--- src/rtl/mem_port_arbiter_pkg.sv ---
// Shared types and default constants for the unified memory port arbiter.
package mem_port_arbiter_pkg;

    localparam int unsigned XLEN                = 32;
    localparam int unsigned DEF_MAX_DATA_STREAK = 2;
    localparam int unsigned DEF_TIMEOUT_CYCLES  = 16;

    typedef enum logic [1:0] {
        ARB_IDLE    = 2'd0,
        ARB_BUSY_IF = 2'd1,
        ARB_BUSY_D  = 2'd2
    } arb_state_t;

endpackage

--- src/rtl/mem_port_arbiter_if.sv ---
// Fetch, data and memory-side signals of the arbiter; slave = arbiter view, master = environment view.
interface mem_port_arbiter_if;
    import mem_port_arbiter_pkg::*;

    logic            if_req;
    logic [XLEN-1:0] if_addr;
    logic [XLEN-1:0] if_rdata;
    logic            if_valid;

    logic            d_req;
    logic            d_we;
    logic [XLEN-1:0] d_addr;
    logic [XLEN-1:0] d_wdata;
    logic [XLEN-1:0] d_rdata;
    logic            d_done;

    logic            mem_req;
    logic            mem_we;
    logic [XLEN-1:0] mem_addr;
    logic [XLEN-1:0] mem_wdata;
    logic [XLEN-1:0] mem_rdata;
    logic            mem_ack;

    logic            stall_if;
    logic            stall_d;
    logic            bus_err;

    modport slave (
        input  if_req, if_addr, d_req, d_we, d_addr, d_wdata, mem_rdata, mem_ack,
        output if_rdata, if_valid, d_rdata, d_done,
        output mem_req, mem_we, mem_addr, mem_wdata,
        output stall_if, stall_d, bus_err
    );

    modport master (
        output if_req, if_addr, d_req, d_we, d_addr, d_wdata, mem_rdata, mem_ack,
        input  if_rdata, if_valid, d_rdata, d_done,
        input  mem_req, mem_we, mem_addr, mem_wdata,
        input  stall_if, stall_d, bus_err
    );

endinterface

--- src/rtl/mem_port_arbiter_wait_timer.sv ---
// Clear/enable counter that flags the last allowed cycle of a bounded wait.
module mem_port_arbiter_wait_timer #(
    parameter int unsigned LIMIT = 16
) (
    input  logic clk,
    input  logic reset,
    input  logic i_clear,
    input  logic i_enable,
    output logic o_expire
);

    localparam int unsigned W = (LIMIT > 1) ? $clog2(LIMIT) : 1;

    logic [W-1:0] r_count;

    always_ff @(posedge clk or negedge reset) begin
        if (!reset) begin
            r_count <= '0;
        end else if (i_clear) begin
            r_count <= '0;
        end else if (i_enable) begin
            r_count <= r_count + 1'b1;
        end
    end

    assign o_expire = (r_count == W'(LIMIT - 1));

endmodule

--- src/rtl/mem_port_arbiter.sv ---
// Arbitrates one variable-latency memory port between instruction fetch and data access.
module mem_port_arbiter
    import mem_port_arbiter_pkg::*;
#(
    parameter int unsigned MAX_DATA_STREAK = DEF_MAX_DATA_STREAK,
    parameter int unsigned TIMEOUT_CYCLES  = DEF_TIMEOUT_CYCLES
) (
    input  logic              clk,
    input  logic              reset,
    mem_port_arbiter_if.slave bus
);

    localparam int unsigned         STREAK_W   = $clog2(MAX_DATA_STREAK + 1);
    localparam logic [STREAK_W-1:0] STREAK_MAX = STREAK_W'(MAX_DATA_STREAK);

    arb_state_t          r_state;
    logic [STREAK_W-1:0] r_streak;
    logic                r_mem_req;
    logic                r_mem_we;
    logic [XLEN-1:0]     r_mem_addr;
    logic [XLEN-1:0]     r_mem_wdata;
    logic [XLEN-1:0]     r_if_rdata;
    logic [XLEN-1:0]     r_d_rdata;
    logic                r_if_valid;
    logic                r_d_done;
    logic                r_bus_err;

    logic w_if_live;
    logic w_d_live;
    logic w_busy;
    logic w_grant_d;
    logic w_grant_if;
    logic w_expire;

    // A requester whose completion pulse is high this cycle is still holding its old request.
    assign w_if_live  = bus.if_req & ~r_if_valid;
    assign w_d_live   = bus.d_req & ~r_d_done;
    assign w_busy     = (r_state != ARB_IDLE);
    assign w_grant_d  = ~w_busy & w_d_live & ((r_streak < STREAK_MAX) | ~w_if_live);
    assign w_grant_if = ~w_busy & w_if_live & ~w_grant_d;

    mem_port_arbiter_wait_timer #(
        .LIMIT (TIMEOUT_CYCLES)
    ) u_wait_timer (
        .clk      (clk),
        .reset    (reset),
        .i_clear  (~w_busy),
        .i_enable (w_busy),
        .o_expire (w_expire)
    );

    always_ff @(posedge clk or negedge reset) begin
        if (!reset) begin
            r_state     <= ARB_IDLE;
            r_streak    <= '0;
            r_mem_req   <= 1'b0;
            r_mem_we    <= 1'b0;
            r_mem_addr  <= '0;
            r_mem_wdata <= '0;
            r_if_rdata  <= '0;
            r_d_rdata   <= '0;
            r_if_valid  <= 1'b0;
            r_d_done    <= 1'b0;
            r_bus_err   <= 1'b0;
        end else begin
            r_if_valid <= 1'b0;
            r_d_done   <= 1'b0;
            case (r_state)
                ARB_IDLE: begin
                    if (w_grant_d) begin
                        r_state     <= ARB_BUSY_D;
                        r_mem_req   <= 1'b1;
                        r_mem_we    <= bus.d_we;
                        r_mem_addr  <= bus.d_addr;
                        r_mem_wdata <= bus.d_wdata;
                    end else if (w_grant_if) begin
                        r_state    <= ARB_BUSY_IF;
                        r_mem_req  <= 1'b1;
                        r_mem_we   <= 1'b0;
                        r_mem_addr <= bus.if_addr;
                    end
                    if (w_grant_if || !bus.if_req) begin
                        r_streak <= '0;
                    end else if (w_grant_d && (r_streak < STREAK_MAX)) begin
                        r_streak <= r_streak + 1'b1;
                    end
                end
                ARB_BUSY_IF: begin
                    if (bus.mem_ack || w_expire) begin
                        r_state    <= ARB_IDLE;
                        r_mem_req  <= 1'b0;
                        r_if_valid <= 1'b1;
                        if (bus.mem_ack) begin
                            r_if_rdata <= bus.mem_rdata;
                        end else begin
                            r_bus_err <= 1'b1;
                        end
                    end
                end
                ARB_BUSY_D: begin
                    if (bus.mem_ack || w_expire) begin
                        r_state   <= ARB_IDLE;
                        r_mem_req <= 1'b0;
                        r_d_done  <= 1'b1;
                        if (!bus.mem_ack) begin
                            r_bus_err <= 1'b1;
                        end else if (!r_mem_we) begin
                            r_d_rdata <= bus.mem_rdata;
                        end
                    end
                end
                default: begin
                    r_state   <= ARB_IDLE;
                    r_mem_req <= 1'b0;
                end
            endcase
        end
    end

    assign bus.mem_req   = r_mem_req;
    assign bus.mem_we    = r_mem_we;
    assign bus.mem_addr  = r_mem_addr;
    assign bus.mem_wdata = r_mem_wdata;
    assign bus.if_rdata  = r_if_rdata;
    assign bus.if_valid  = r_if_valid;
    assign bus.d_rdata   = r_d_rdata;
    assign bus.d_done    = r_d_done;
    assign bus.bus_err   = r_bus_err;
    assign bus.stall_if  = bus.if_req & ~r_if_valid;
    assign bus.stall_d   = bus.d_req & ~r_d_done;

endmodule

--- src/flat_wrapper.sv ---
// flat-port wrapper written by rule: the top's interface ports become plain ports
module mem_port_arbiter_flat import mem_port_arbiter_pkg::*;
#(
    parameter int unsigned MAX_DATA_STREAK = DEF_MAX_DATA_STREAK,
    parameter int unsigned TIMEOUT_CYCLES  = DEF_TIMEOUT_CYCLES
)
  (clk, reset, bus_if_req, bus_if_addr, bus_d_req, bus_d_we, bus_d_addr, bus_d_wdata, bus_mem_rdata, bus_mem_ack, bus_if_rdata, bus_if_valid, bus_d_rdata, bus_d_done, bus_mem_req, bus_mem_we, bus_mem_addr, bus_mem_wdata, bus_stall_if, bus_stall_d, bus_bus_err);
  mem_port_arbiter_if bus_i ();
  input  logic clk;
  input  logic reset;
  input wire logic [$bits(bus_i.if_req)-1:0] bus_if_req;
  input wire logic [$bits(bus_i.if_addr)-1:0] bus_if_addr;
  input wire logic [$bits(bus_i.d_req)-1:0] bus_d_req;
  input wire logic [$bits(bus_i.d_we)-1:0] bus_d_we;
  input wire logic [$bits(bus_i.d_addr)-1:0] bus_d_addr;
  input wire logic [$bits(bus_i.d_wdata)-1:0] bus_d_wdata;
  input wire logic [$bits(bus_i.mem_rdata)-1:0] bus_mem_rdata;
  input wire logic [$bits(bus_i.mem_ack)-1:0] bus_mem_ack;
  output wire logic [$bits(bus_i.if_rdata)-1:0] bus_if_rdata;
  output wire logic [$bits(bus_i.if_valid)-1:0] bus_if_valid;
  output wire logic [$bits(bus_i.d_rdata)-1:0] bus_d_rdata;
  output wire logic [$bits(bus_i.d_done)-1:0] bus_d_done;
  output wire logic [$bits(bus_i.mem_req)-1:0] bus_mem_req;
  output wire logic [$bits(bus_i.mem_we)-1:0] bus_mem_we;
  output wire logic [$bits(bus_i.mem_addr)-1:0] bus_mem_addr;
  output wire logic [$bits(bus_i.mem_wdata)-1:0] bus_mem_wdata;
  output wire logic [$bits(bus_i.stall_if)-1:0] bus_stall_if;
  output wire logic [$bits(bus_i.stall_d)-1:0] bus_stall_d;
  output wire logic [$bits(bus_i.bus_err)-1:0] bus_bus_err;
  assign bus_i.if_req = bus_if_req;
  assign bus_i.if_addr = bus_if_addr;
  assign bus_i.d_req = bus_d_req;
  assign bus_i.d_we = bus_d_we;
  assign bus_i.d_addr = bus_d_addr;
  assign bus_i.d_wdata = bus_d_wdata;
  assign bus_i.mem_rdata = bus_mem_rdata;
  assign bus_i.mem_ack = bus_mem_ack;
  assign bus_if_rdata = bus_i.if_rdata;
  assign bus_if_valid = bus_i.if_valid;
  assign bus_d_rdata = bus_i.d_rdata;
  assign bus_d_done = bus_i.d_done;
  assign bus_mem_req = bus_i.mem_req;
  assign bus_mem_we = bus_i.mem_we;
  assign bus_mem_addr = bus_i.mem_addr;
  assign bus_mem_wdata = bus_i.mem_wdata;
  assign bus_stall_if = bus_i.stall_if;
  assign bus_stall_d = bus_i.stall_d;
  assign bus_bus_err = bus_i.bus_err;
  mem_port_arbiter #(.MAX_DATA_STREAK(MAX_DATA_STREAK), .TIMEOUT_CYCLES(TIMEOUT_CYCLES)) u_core (.clk(clk), .reset(reset), .bus(bus_i));
endmodule
--- config.mk ---
export PLATFORM = sky130hd
export DESIGN_NAME = mem_port_arbiter_flat
export DESIGN_NICKNAME = d
export VERILOG_FILES = /design/src/rtl/mem_port_arbiter_pkg.sv /design/src/rtl/mem_port_arbiter_if.sv /design/src/rtl/mem_port_arbiter_wait_timer.sv /design/src/rtl/mem_port_arbiter.sv /design/src/flat_wrapper.sv
export SDC_FILE = /design/constraint.sdc
export NUM_CORES = 1
export LEC_CHECK = 0
export CORE_MARGIN = 1.5
export CORE_UTILIZATION = 43
export DETAILED_ROUTE_END_ITERATION = 7
export PLACE_DENSITY = 0.85
export SLEW_MARGIN = 20
export SYNTH_ARGS = -nofsm -noshare
export SYNTH_HDL_FRONTEND = slang
export SYNTH_SLANG_ARGS = --single-unit
--- constraint.sdc ---
create_clock -name clk -period 2.2 [get_ports clk]
set_clock_uncertainty 0.2 [all_clocks]
set_input_delay 0.22 -clock clk [delete_from_list [all_inputs] [get_ports clk]]
set_output_delay 0.22 -clock clk [all_outputs]
set_load 0.005 [all_outputs]
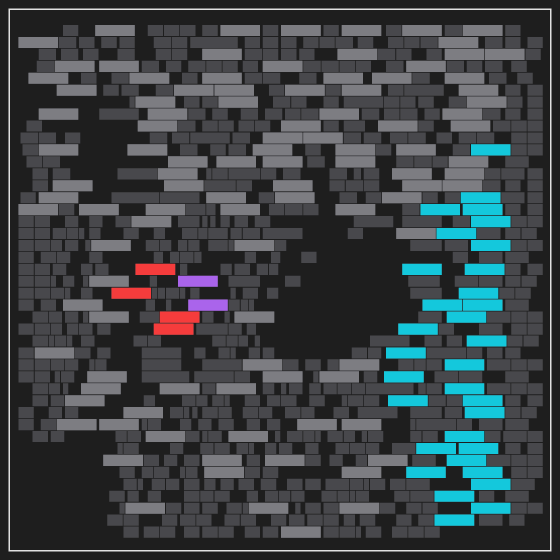
Run 1: register map, names as in the netlist
Other sequential cells in the stronger grey, the rest of the logic in the fainter grey.
[red] `u_core.u_wait_timer.r_count` | sequential cells: 4
[cyan] `u_core.bus.mem_wdata` | sequential cells: 32
[purple] `u_core.r_state` | sequential cells: 2
not coloured: 103

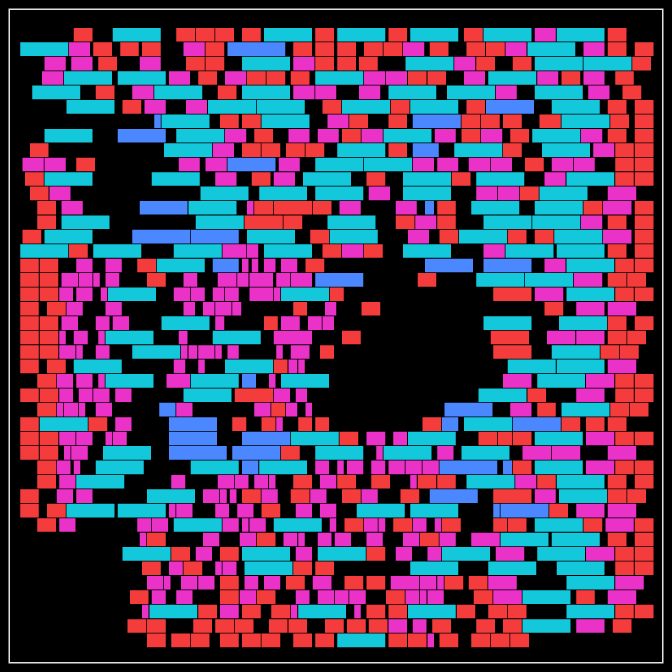
Run 1: cell classes on the final placement
[blue] clock drivers and dummy loads | cells: 31 | share of their area: 6.5%
[red] remaining buffers and delay cells | cells: 288 | share of their area: 31%
[cyan] sequential cells | cells: 141 | share of their area: 37%
[magenta] combinational and other logic | cells: 274 | share of their area: 26%

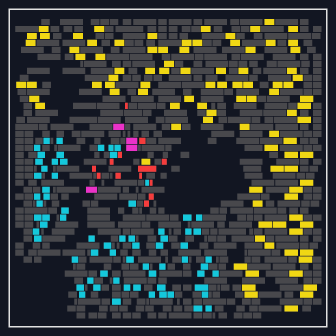
Run 1: selected gate families
[red] nand cells | cells: 13 | where: centre
[cyan] aoi and oai cells | cells: 70
[magenta] fa/ha/maj cells | cells: 4
[yellow] mux cells | cells: 97 | where: spread over the die

==> datasheet_impl.txt, run 1 <==
Implementation parameters

Parameter                              Value

Run status
  Status    complete, no violations

Setup path
  Required time at the worst-slack endpoint    1780 ps
  CP top delay family    buffers and inverters
  Launching element type of the critical path    flip-flop
  Slowest cell delay on critical path    530 ps
  Class of the most critical setup path    flip-flop to primary output
  Highest net fanout along the worst path    17
  Crit path buffers/inverters    2
  Arrival @ worst endpoint    1700 ps
  Slowest CP cell    clkdlybuf4s50_1
  Endpoint class of the critical path    primary output
  CP cell instances    nand2b_1, inv_4, clkdlybuf4s50_1

Cells and area
  Sequential Area    3530 sq um
  Non-filler instance count after layout    914
  Final net count    860
  Area of the multi-input gates    2330 sq um
  Fraction of layout instances using a drive strength above 1    20.6%
  Fill count    980
  Commonest Layout Cell    clkdlybuf4s50_1
  Top library cells by usage in the layout, fill and taps aside    clkdlybuf4s50_1 (267), dfrtp_1 (141), mux2_2 (67)
  Area growth from synthesis to final layout    58.0%
  Number of diodes added for antenna fixing    0

Yosys
  Sequential cell area fraction in the yosys report    57.0%
  Top cells by area, synth    dfrtp_1 (57%), mux2_2 (12%), mux2_4 (7.0%)
  Unique cell type count in the Yosys netlist    40
  Cell area after synthesis    6190 sq um
  Average footprint of a synthesized cell    13.7 sq um
  Yosys synthesis warning count    0
  Register bit total from synthesis    141
  Post-synth area from yosys stat    6190 sq um
  Top area contributor share    57.0%
  Post-Synthesis Net Count    591
  Yosys cell count    453

Placed design
  Input/output buffers    268
  Routability congestion estimate from global placement    0.852
  DPL Wire Length    12400 um

Clock network
  Buffer levels on the longest clock path    2
  Root buf cell    clkbuf_16
  CTS tree    built
  Number of buffers created by CTS    17
  H-tree depth reported by CTS    4
  Number of sinks on the clock net    141
  Latest clock arrival within the worst-skew pair    410 ps

Global routing
  Wire length of the first global-routing pass    26700 um
  Initial antenna violation count    0
  Pin count of the biggest net entering global routing    73
  Number of global-route vias before repair    5163
  Total overflow reported by the global router    0

Final timing
  Final worst-path cycle share    96.5%
  Max Slew Vio Count    0
  Timing-limited maximum frequency    471 MHz
  Unrepaired setup endpoints after global routing    false
  Tightest Pin Transition    572 ps
  Hold violation count in the final report    0
  Sum of negative setup slack    0 ps
  Worst rel slew slack    60.9%

Floorplanning
  Area of the chip    15100 sq um
  Number of placement rows    43
  Initial core utilization    44.3%
  DIE HEIGHT    123 um
  Standard cell core area    14000 sq um
  Chip width    123 um

Drt
  Routed wirelength normalized by instance count    19.1 um
  Number of nets with antenna violations after routing    0
  Count of routing violations after the opening detailed-route iteration    310
  Detailed Route WL    17400 um
  Total number of vias    4926
  Detail-routed via count per cell    5.39
  Post-detailed-route DRC marker count    0
  Router iterations before antenna repair    4

Worst hold path
  Min-Delay Path Class    input port to asynchronous set/reset pin

Power and ir drop
  Peak VDD IR    0.625 mV
  Tot Pwr    13.6 mW

Job
  OpenROAD warnings    28
## run 1: path summary, 6_finish.rpt
check,from,endpoint,slack (ps),depth (start not counted)
max in group asynchronous,reset,u_core.bus.mem_addr[29],1080,3
hold reg to reg,u_core.bus.bus_err,u_core.bus.bus_err,260,1
hold / removal,reset,u_core.bus.d_rdata[13],70,2
min in group clk,bus_d_wdata[27],u_core.bus.mem_wdata[27],230,2
setup / recovery,u_core.bus.d_done,bus_stall_d,80,3
setup reg to reg,u_core.r_state[0],u_core.bus.mem_addr[30],180,6
## run 1: metal layers
metal	share of wire, %	GRT usage [%]
met5	0	0
met2	50	38.4
met1	40	28.2
met3	6.3	5.12
met4	4.3	11.9
## run 1: final cells by class
class	instances	share of cell area, %
Inverter	38	1.48
Clock buffer	21	4.71
Timing Repair Buffer	288	29.9
Sequential cell	141	36.1
Tap cell	180	2.30
Multi-Input combinational cell	236	23.8
Clock inverter	10	1.68
## run 1: cells by family after synthesis
| kind of cell | share of synthesized area [%] |
|---|---|
| flip-flops | 57.0 |
| multiplexers | 19.4 |
| AND-OR/OR-AND | 9.98 |
| buffers and inverters | 5.52 |
| AND/OR/NAND/NOR | 7.03 |
| adder cells (fa/ha/maj) | 0.808 |
| XOR/XNOR | 0.283 |
## run 1: sequential cells by signal (all words and copies together) (netlist names)
name	count
u_core.bus.if_rdata	32
u_core.bus.bus_err	1
u_core.bus.d_done	1
u_core.bus.d_rdata	32
u_core.bus.mem_wdata	32
u_core.bus.mem_addr	32
u_core.r_state	2
u_core.bus.mem_we	1
u_core.bus.if_valid	1
u_core.bus.mem_req	1
u_core.u_wait_timer.r_count	4
u_core.r_streak	2
## run 1: power by group
part           total [mW]  switching, mW  internal [mW]
Sequential           4.60          0.725           3.88
Combinational        6.01           2.15           3.85
Clock                2.99           1.04           1.95
Total                13.6           3.92           9.68
## run 1: timing repair
item                                    CTS  global route
hold buffers                              1             0
endpoints found under the setup margin    1             5
setup buffers                             0             0
hold endpoints to repair                141             0
resized                                   0             6
## run 1: stage by stage
| step | hold WS, ps | area [sq um] | utilization (%) | setup slack, ps |
|---|---|---|---|---|
| after floorplan | -276 | 6190 | - | 366 |
| after global placement | -115 | 9140 | 65.3 | 178 |
| after detailed placement | -110 | 9140 | 65.3 | 47.6 |
| after CTS | 40.3 | 9770 | 69.8 | 56.1 |
| after global routing | 76.2 | 9780 | 69.9 | 6.51 |
| final | 69.8 | 9780 | 69.9 | 76.1 |
## run 1: synth_stat cells
cell / n
inv_4: 1
o22ai_1: 1
mux2_4: 29
a32oi_1: 1
nand2b_1: 3
a211oi_1: 32
a32o_1: 1
a21oi_1: 1
mux2_2: 67
a22oi_1: 1
dfrtp_1: 141
a2111oi_0: 32
buf_2: 13
buf_6: 5
buf_1: 1
mux2i_1: 1
ha_1: 4
clkbuf_1: 19
inv_1: 36
and3_4: 1
nand3b_4: 1
o22a_1: 1
nand4_1: 1
nor2_1: 4
o211ai_1: 1
and3_1: 1
nand3b_1: 1
a41o_1: 1
nand3_1: 4
nand2_1: 3
xnor2_1: 1
nor2b_1: 4
a21o_1: 1
and2_1: 1
o21ai_2: 1
a22o_1: 2
xor2_1: 1
nor3b_1: 1
inv_2: 1
nor4b_1: 32
--- run 2 (diff from run 1) ---
SLEW_MARGIN = unset   (was 20)
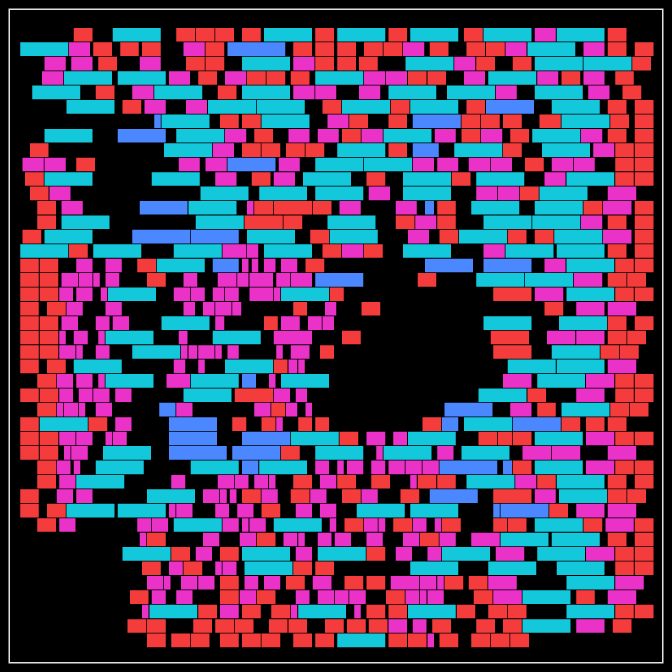
Run 2: cell classes on the final placement
[blue] clock drivers and dummy loads | cells: 31 | share of their area: 6.5%
[red] remaining buffers and delay cells | cells: 288 | share of their area: 31%
[cyan] sequential cells | cells: 141 | share of their area: 37%
[magenta] combinational and other logic | cells: 274 | share of their area: 26%

==> run 2 against run 1 <==
Against the previous run: core utilization unchanged; non-clock buffer count unchanged; first-iteration DRC count did not move; die area unchanged; synthesized cell count unchanged; combinational power barely moved; routed wire length is the same; synthesized area unchanged; critical path depth unchanged; flip-flop count did not move; clock power is essentially flat; largest cell class unchanged.
==> datasheet_impl.txt, run 2 <==
Implementation parameters

Parameter                              Value

Power and ir drop
  Clk network pwr share    22.0%
  Share of total power in sequential cells    33.8%
  Switching part of the total    28.8%
  Peak VDD IR    0.625 mV

Clock network
  H-tree depth reported by CTS    4
  Number of sinks on the clock net    141
  CTS tree    built
  Number of buffers inserted by post-CTS setup repair    0

Cells and area
  Non-filler instance count after layout    914
  Fraction of layout instances using a drive strength above 1    20.6%
  Fill count    980
  Commonest Layout Cell    clkdlybuf4s50_1
  Top library cells by usage in the layout, fill and taps aside    clkdlybuf4s50_1 (267), dfrtp_1 (141), mux2_2 (67)

Yosys
  Dominant register cell    dfrtp_1
  Unique cell type count in the Yosys netlist    40
  Largest family of logic cells by area    multiplexers
  Leading cell type by number of instances after synthesis    dfrtp_1
  Share of synthesized cell area in full adder, half adder and majority cells    0.808%
  Yosys synthesis warning count    0
  Yosys cell count    453
  Async S/R FF share, synth    100%
  Simple-Gate Fraction of Synth Area    7.03%
  Xor/xnor cell area share of the yosys netlist    0.283%
  AND-OR/OR-AND Cells, Area Fraction    9.98%
  Post-Synthesis Net Count    591
  Average footprint of a synthesized cell    13.7 sq um
  MUX area fraction    19.4%

Final timing
  Max Slew Vio Count    0
  Unrepaired setup endpoints after global routing    false
  Tightest Pin Transition    572 ps
  Hold violation count in the final report    0
  Worst hold margin    69.8 ps
  Sum of negative setup slack    0 ps

Floorplanning
  DIE HEIGHT    123 um
  Number of placement rows    43
  Standard cell core area    14000 sq um

Drt
  Detailed Route WL    17400 um
  Detail-routed via count per cell    5.39
  Router iterations before antenna repair    4
  Count of routing violations after the opening detailed-route iteration    310
  Post-detailed-route DRC marker count    0
  Routed wirelength normalized by instance count    19.1 um

Global routing
  Number of global-route vias before repair    5163
  Wire length of the first global-routing pass    26700 um
  Pin count of the biggest net entering global routing    73
  Initial antenna violation count    0
  Total overflow reported by the global router    0

Placed design
  Routability congestion estimate from global placement    0.852
  Input/output buffers    268
  DP Worst Slack    47.6 ps

Setup path
  Endpoint class of the critical path    primary output
  Required time at the worst-slack endpoint    1780 ps

Run status
  Status    complete, no violations

Job
  OpenROAD warnings    28
-- run 2: per-layer routing --
metal / share of wire, % / vias up / global-route usage, % / wire [um]
li1: - / 2225 / - / -
met5: 0 / - / 0 / 0
met1: 40 / 2414 / 28.2 / 6950
met2: 50 / 233 / 38.4 / 8650
met4: 4.3 / 0 / 11.9 / 746
met3: 6.3 / 54 / 5.12 / 1090
-- run 2: cells by family after synthesis --
family | Yosys count
muxes | 97
AOI/OAI and AO/OA | 76
and+or+nand+nor | 57
buffers and inverters | 76
adders and majority gates | 4
xor gates and xnor gates | 2
DFF | 141
-- run 2: final timing paths --
check                                                 to                from  depth (start not counted)  slack [ps]
min in group clk                u_core.bus.mem_wdata[27]     bus_d_wdata[27]                          2         230
worst max register to register   u_core.bus.mem_addr[30]   u_core.r_state[0]                          6         180
worst min-delay path              u_core.bus.d_rdata[13]               reset                          2          70
max in group asynchronous        u_core.bus.mem_addr[29]               reset                          3        1080
worst min register to register        u_core.bus.bus_err  u_core.bus.bus_err                          1         260
worst max-delay path                         bus_stall_d   u_core.bus.d_done                          3          80
-- run 2: per-stage QoR --
| stage | instance area (sq um) | power [mW] |
|---|---|---|
| detailed placement | 9140 | 10.6 |
| CTS | 9770 | 13.7 |
| floorplan | 6190 | 7.10 |
| finish | 9780 | 13.6 |
| global route | 9780 | 14.4 |
| global placement | 9140 | 10.4 |
-- run 2: worst max-delay path: stages, from the launching register on --
cell,delay [ps]
dfrtp_1,390
nand2b_1,190
inv_4,180
clkdlybuf4s50_1,530
-- run 2: power groups by stage --
stage / combinational (mW) / clock [mW] / sequential, mW
after floorplan: 2.47 / 0 / 4.63
after global placement: 5.84 / 0 / 4.54
after detailed placement: 6.02 / 0 / 4.62
after CTS: 6.05 / 3.06 / 4.60
after global routing: 6.46 / 3.18 / 4.75
final: 6.01 / 2.99 / 4.60
-- run 2: final cells by class --
class / count / area (sq um) / share of cell area [%]
well taps: 180 / 225 / 2.30
clock inverters: 10 / 164 / 1.68
clock buffers: 21 / 460 / 4.71
multi-input cells: 236 / 2330 / 23.8
repair buffers: 288 / 2920 / 29.9
flip-flops and latches: 141 / 3530 / 36.1
inverters: 38 / 145 / 1.48
-- run 2: repair_timing --
item	4_1_cts	5_1_grt
hold endpoints to repair	141	0
hold buffers	1	0
gates resized	0	6
endpoints found under the setup margin	1	5
Power and IR drop assume default switching activity.
